==> config.mk <==
export PLATFORM = sky130hd
export DESIGN_NAME = tc_to_signmag_serial
export DESIGN_NICKNAME = d
export VERILOG_FILES = /design/src/rtl/tc_to_signmag_serial.sv
export SDC_FILE = /design/constraint.sdc
export NUM_CORES = 1
export LEC_CHECK = 0
export ABC_CLOCK_PERIOD_IN_PS = 4780
export CORE_ASPECT_RATIO = 0.7
export CORE_MARGIN = 2
export CORE_UTILIZATION = 40
export CTS_BUF_LIST = sky130_fd_sc_hd__clkbuf_16
export DETAILED_ROUTE_END_ITERATION = 6
export PLACE_DENSITY = 0.66
export SYNTH_ARGS = -nofsm -noshare
export SYNTH_HDL_FRONTEND = slang
export SYNTH_SLANG_ARGS = --single-unit
==> constraint.sdc <==
create_clock -name clk -period 4.78 [get_ports clk]
set_input_delay 0.956 -clock clk [delete_from_list [all_inputs] [get_ports clk]]
set_output_delay 0.956 -clock clk [all_outputs]
set_load 0.05 [all_outputs]
**Nets reached from selected ports**

Scale: 2 px per um.
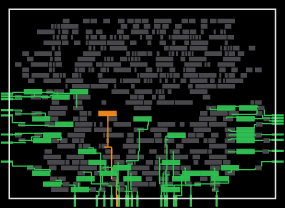
`out_mag`: shown in green, direction output, edge 16 south, 8 west, 8 east, end cells 32, buffers 32, wire 896 um. `out_is_min`: shown in orange, direction output, edge south, end cells 1, buffers 1, wire 49.5 um.
number of placed I/O pins: 73
quantity of I/O buffers inserted on ports: 72

**Routing congestion map**

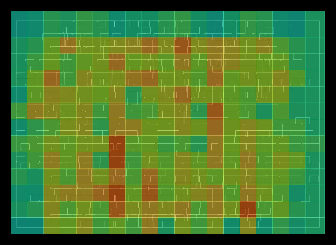
final core area utilization: 51.7%
total global-route track usage: 15.0%
global route hottest layer: met1
met1 Track Usage GR: 22.0%

==> flow report <==
RUN STATUS
------------------------------------------------------------------------------
Status                                                            complete, no violations

DETAILED ROUTING
------------------------------------------------------------------------------
Met3 wire len                                                           337 um
Remaining antenna violation count after routing                              0
Routed length per instance                                             15.3 um
Met1 layer wirelength in the final routing                             4530 um
Met2 layer wire length in the routed design                            3800 um
Wirelength, routed                                                     8770 um
Top routing layer in use                                                  met4

FINISH
------------------------------------------------------------------------------
Tally of non-filler cells in the final layout                              574
Combinational share of cell area                                         30.4%
Clock-cell share                                                         5.00%
Sequential portion of the cell area                                      47.8%
Seq cells                                                                  110
Post-layout net count                                                      454

STA
------------------------------------------------------------------------------
Worst setup skew after layout                                          5.57 ps
Slew headroom                                                            30.6%
Post-route minimum period                                              2600 ps
Worst hold margin                                                       483 ps
RSZ-0062 raised after global routing                                        no

WORST SETUP PATH
------------------------------------------------------------------------------
Flop-to-flop setup slack                                               2500 ps
Peak fanout along the critical path                                          1
CP startpoint kind                                                   flip-flop
Stages on worst setup path                                                   1

POWER AND IR DROP
------------------------------------------------------------------------------
Switching Power                                                        1.35 mW
Top power group                                                      registers
Internal power                                                         2.33 mW
Clock network power                                                   0.727 mW

CTS
------------------------------------------------------------------------------
CTS HTree Levels                                                             3
CTS buffer count                                                             9
Clock latency reported for the late side of the worst-skew pair         340 ps
Deepest clock path buffer count                                              2
Hold buffers post-CTS                                                        0
Number of setup buffers added after CTS                                      0

FLOORPLANNING
------------------------------------------------------------------------------
Number of tap cells added at floorplan                                     153
Placement row count                                                         32
Die area                                                            12400 um^2

RUN
------------------------------------------------------------------------------
Max-cap violation count                                                      0

SYNTHESIS
------------------------------------------------------------------------------
Synth top cells by count                                          109 x sky130_fd_sc_hd__dfrtp_1, 42 x sky130_fd_sc_hd__nand2_1, 39 x sky130_fd_sc_hd__mux2_2, 35 x sky130_fd_sc_hd__o21ai_0, 31 x sky130_fd_sc_hd__mux2i_1
Cell taking the most area after synthesis                         sky130_fd_sc_hd__dfrtp_1
Synth Area in Adders                                                    0.271%
Total number of yosys warnings                                               0
Count of cell types in the netlist                                          31
Yosys top cell area share                                                59.1%
Total cells reported by yosys after synthesis                              349

GLOBAL ROUTE
------------------------------------------------------------------------------
Routing usage on met3                                                    3.94%

PLACEMENT
------------------------------------------------------------------------------
Global placer's final weighted congestion                                0.721
Half-perimeter wire length after detailed placement                    5680 um

Power and IR drop assume default switching activity.
